[config.mk]
export PLATFORM = sky130hd
export DESIGN_NAME = hazard_scoreboard
export DESIGN_NICKNAME = d
export VERILOG_FILES = /design/src/rtl/cpu_pkg.sv /design/src/rtl/hazard_match.sv /design/src/rtl/hazard_scoreboard.sv
export SDC_FILE = /design/constraint.sdc
export NUM_CORES = 1
export LEC_CHECK = 0
export CAP_MARGIN = 20
export CORE_ASPECT_RATIO = 1.5
export CORE_MARGIN = 2
export CORE_UTILIZATION = 50
export CTS_CLUSTER_SIZE = 24
export DETAILED_ROUTE_END_ITERATION = 16
export PLACE_DENSITY = 0.87
export SYNTH_ARGS = -nofsm -noshare
export SYNTH_HDL_FRONTEND = slang
export SYNTH_HIERARCHICAL = 1
export SYNTH_SLANG_ARGS = --single-unit
[constraint.sdc]
create_clock -name clk_i -period 3.9 [get_ports clk_i]
set_clock_uncertainty 0.1 [all_clocks]
set_input_delay 0.585 -clock clk_i [delete_from_list [all_inputs] [get_ports clk_i]]
set_output_delay 0.585 -clock clk_i [all_outputs]
set_load 0.03 [all_outputs]
[src/rtl/cpu_pkg.sv]
// Shared CPU pipeline definitions: register-address default, scoreboard slot
// record and forward-select encoding.
package cpu_pkg;

  localparam int AW_DEFAULT = 5;

  // Slot storage is sized wide enough for any supported AW.
  // Narrower addresses are zero-extended into it.
  localparam int RD_W = 8;

  localparam int FWD_RF = 0;

  typedef struct packed {
    logic            valid;
    logic [RD_W-1:0] rd;
    logic            we;
    logic            load;
  } slot_t;

endpackage

[src/rtl/hazard_match.sv]
// One source port's priority match against the in-flight slots.
// Produces a load-use hazard flag or the forward select for the youngest writer.
module hazard_match
  import cpu_pkg::*;
#(
  parameter int AW       = AW_DEFAULT,
  parameter int DEPTH    = 3,
  parameter int LOAD_LAT = 1,
  parameter int SW       = $clog2(DEPTH + 1)
) (
  input  logic [AW-1:0]    rs,
  input  slot_t [DEPTH-1:0] slots,
  output logic             hazard,
  output logic [SW-1:0]    fwd_sel
);

  logic [RD_W-1:0] rs_w;

  assign rs_w = RD_W'(rs);

  // Walk oldest to youngest so the youngest match overwrites the result.
  always_comb begin
    hazard  = 1'b0;
    fwd_sel = SW'(FWD_RF);
    if (rs != '0) begin
      for (int k = DEPTH - 1; k >= 0; k--) begin
        if (slots[k].valid && slots[k].we && (slots[k].rd == rs_w)) begin
          hazard  = slots[k].load && (k < LOAD_LAT);
          fwd_sel = hazard ? SW'(FWD_RF) : SW'(k + 1);
        end
      end
    end
  end

endmodule

[src/rtl/hazard_scoreboard.sv]
// In-order pipeline hazard scoreboard: tracks in-flight writers after issue,
// selects operand forwarding and stalls ID on load-use or external hold.
module hazard_scoreboard
  import cpu_pkg::*;
#(
  parameter int AW       = AW_DEFAULT,
  parameter int DEPTH    = 3,
  parameter int NRD      = 2,
  parameter int LOAD_LAT = 1,
  parameter int SW       = $clog2(DEPTH + 1)
) (
  input  logic              clk_i,
  input  logic              rst_i,
  input  logic              issue_valid_i,
  input  logic [NRD*AW-1:0] issue_rs_i,
  input  logic [AW-1:0]     issue_rd_i,
  input  logic              issue_we_i,
  input  logic              issue_load_i,
  input  logic              flush_i,
  input  logic              hold_i,
  output logic              stall_o,
  output logic [NRD*SW-1:0] fwd_sel_o,
  output logic [15:0]       stall_cnt_o
);

  slot_t [DEPTH-1:0] slots;
  slot_t             issue_slot;
  logic [NRD-1:0]    port_haz;
  logic [NRD*SW-1:0] port_sel;

  for (genvar gp = 0; gp < NRD; gp++) begin : g_port
    hazard_match #(
      .AW      (AW),
      .DEPTH   (DEPTH),
      .LOAD_LAT(LOAD_LAT),
      .SW      (SW)
    ) u_match (
      .rs     (issue_rs_i[gp*AW +: AW]),
      .slots  (slots),
      .hazard (port_haz[gp]),
      .fwd_sel(port_sel[gp*SW +: SW])
    );
  end

  // Outputs are forced quiet while reset is held, independent of slot contents.
  assign stall_o   = rst_i & (hold_i | (issue_valid_i & (|port_haz)));
  assign fwd_sel_o = (rst_i && issue_valid_i) ? port_sel : '0;

  // A flushed or stalled ID instruction enters the chain as a bubble.
  always_comb begin
    issue_slot = '0;
    if (issue_valid_i && !stall_o && !flush_i) begin
      issue_slot.valid = 1'b1;
      issue_slot.rd    = RD_W'(issue_rd_i);
      issue_slot.we    = issue_we_i;
      issue_slot.load  = issue_load_i;
    end
  end

  always_ff @(posedge clk_i) begin
    if (!rst_i) begin
      for (int k = 0; k < DEPTH; k++) begin
        slots[k].valid <= 1'b0;
      end
      stall_cnt_o <= 16'h0000;
    end else begin
      if (stall_o && (stall_cnt_o != 16'hFFFF)) begin
        stall_cnt_o <= stall_cnt_o + 16'h0001;
      end
      if (!hold_i) begin
        slots[0] <= issue_slot;
        for (int k = 1; k < DEPTH; k++) begin
          slots[k] <= slots[k-1];
        end
      end
    end
  end

endmodule

Figure 1. Placed cells, one colour a class.
Bar = 20 um. Fill, decap, tap and diode cells in grey.
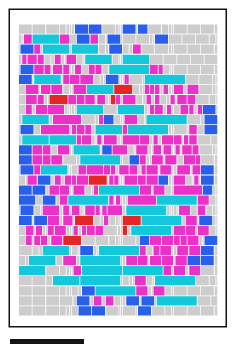
[cyan] flops | cells: 38 | share of their area: 34%
[blue] other buffers and delay cells | cells: 48 | share of their area: 17%
[red] clock drivers and dummy loads | cells: 8 | share of their area: 3.2%
[magenta] combinational and other logic | cells: 182 | share of their area: 46%
Final Util: 66.8%
Core Box Area: 4250 um^2

Figure 2. Clock nets.
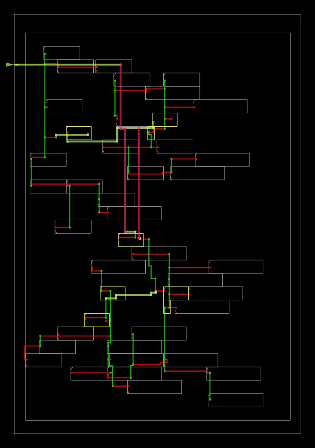
CTS sink cnt: 38
clock network power: 273 uW
worst skew pair latency: 280 ps
TritonCTS buffer count: 5

Figure 3. Gate-type map.
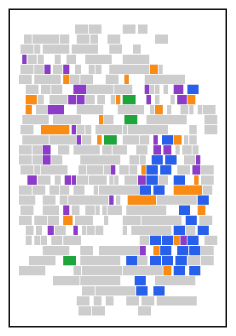
[orange] NOR gates | cells: 21
[blue] XOR/XNOR gates | cells: 30 | most used: xor2_1
[green] multiplexers | cells: 4 | most used: mux2i_1
[purple] NAND gates | cells: 31 | most used: nand2_1
Commonest Layout Cell: clkdlybuf4s50_1
final std cells w/o fill: 322
logic share of the area: 44.4%

==> results.sh <==
# flow metrics
export IMPL_grt_pass1_vias=1828
export IMPL_dp_cells=314
export IMPL_grt_usage_pct=22.3
export IMPL_root_buffer="clkbuf_8"
export IMPL_crit_path_end_kind="output port"
export IMPL_fp_util_pct=52.0
export IMPL_area_growth_pct=28.4
export IMPL_required_ps=3210
export IMPL_totalNegativeSetupSlack_ps=0
export IMPL_period_needed_ps=3670
export IMPL_antenna_found_initial=0
export IMPL_wirelength_mm=5.16
export IMPL_clkSlewWorstSetupHoldPaths_ps=70
export IMPL_drc=0
export IMPL_wl_per_cell_um=16.0
export IMPL_status="complete, no violations"
export IMPL_crit_path_start_kind="input pin"
export IMPL_whs_ps=381
export IMPL_worst_pin_slew_ps=815
export IMPL_yosys_warnings=6
export IMPL_fp_row_count=29
export IMPL_overflow=0
export IMPL_post_cts_resized=0
export IMPL_drt_iter0_drc=65
export IMPL_dp_hpwl_mm=3.83
export IMPL_antenna_cells=0
export IMPL_grt_start_max_net_pins=27
export IMPL_portBuffers=42
export IMPL_cap_violations=0
[metal layers]
layer  track usage (%)  wire length, um  vias up
li1                  -                -      915
met1              25.1             1990      918
met2              40.8             2880       65
met3              3.96              208        8
met4              8.03               81        0
met5                 0                0        -
[final cells by class]
type                            count  area, um^2  share of cell area, %
Multi-Input combinational cell    179        1260                   44.4
Tap cell                           46        57.6                   2.03
Sequential cell                    38         951                   33.5
Inverter                            3        11.3                  0.397
Timing Repair Buffer               48         465                   16.4
Clock buffer                        8        90.1                   3.18
[path summary, 6_finish.rpt]
check / from / end / slack, ps / cells after the start
max: issue_rs_i[8] / fwd_sel_o[2] / 230 / 8
min reg2reg: slots[12] / slots[23] / 380 / 0
min: slots[12] / slots[23] / 380 / 0
max reg2reg: slots[1] / stall_cnt_o[10] / 990 / 9
[through the flow]
stage | total power [mW] | area, um^2
2_1_floorplan | 0.496 | 2270
3_3_place_gp | 0.540 | 2740
3_5_place_dp | 0.543 | 2740
4_1_cts | 0.814 | 2830
5_1_grt | 0.840 | 2840
6_report | 0.808 | 2840
[critical path, cell delays in order]
cell,delay (ps)
clkdlybuf4s50_1,500
xor2_1,180
nor4_1,310
nand2_1,110
or3b_1,350
a21oi_1,130
and3_1,160
clkdlybuf4s50_1,660
[state kept, by name, indices dropped and copies added, names as in the netlist]
signal,flops
slots,22
stall_cnt_o,16
[placed cells by master (no fill, tap or decap), types with 3 or more instances in the layout]
cell type,count
or3_1,4
inv_1,3
and4_1,3
xnor2_1,10
dfxtp_1,19
buf_4,7
clkdlybuf4s50_1,40
nor4_4,3
and2_1,7
nand3b_1,3
o41ai_1,3
nand3_1,7
nor2_1,6
mux2i_1,4
o21ai_1,3
clkbuf_8,6
or4_1,8
a21oi_1,12
nor3_1,4
nand2_1,11
nand4_1,6
xor2_1,20
and3_1,7
conb_1,18
edfxtp_1,19
o31ai_1,6
nor4_1,6
[where the power goes]
part           total [mW]  switching, mW  internal, mW
registers           0.441         0.0111         0.430
logic              0.0935         0.0481        0.0453
clock network       0.273          0.129         0.144
No activity file was given, so power comes from the tool's default toggle rates.
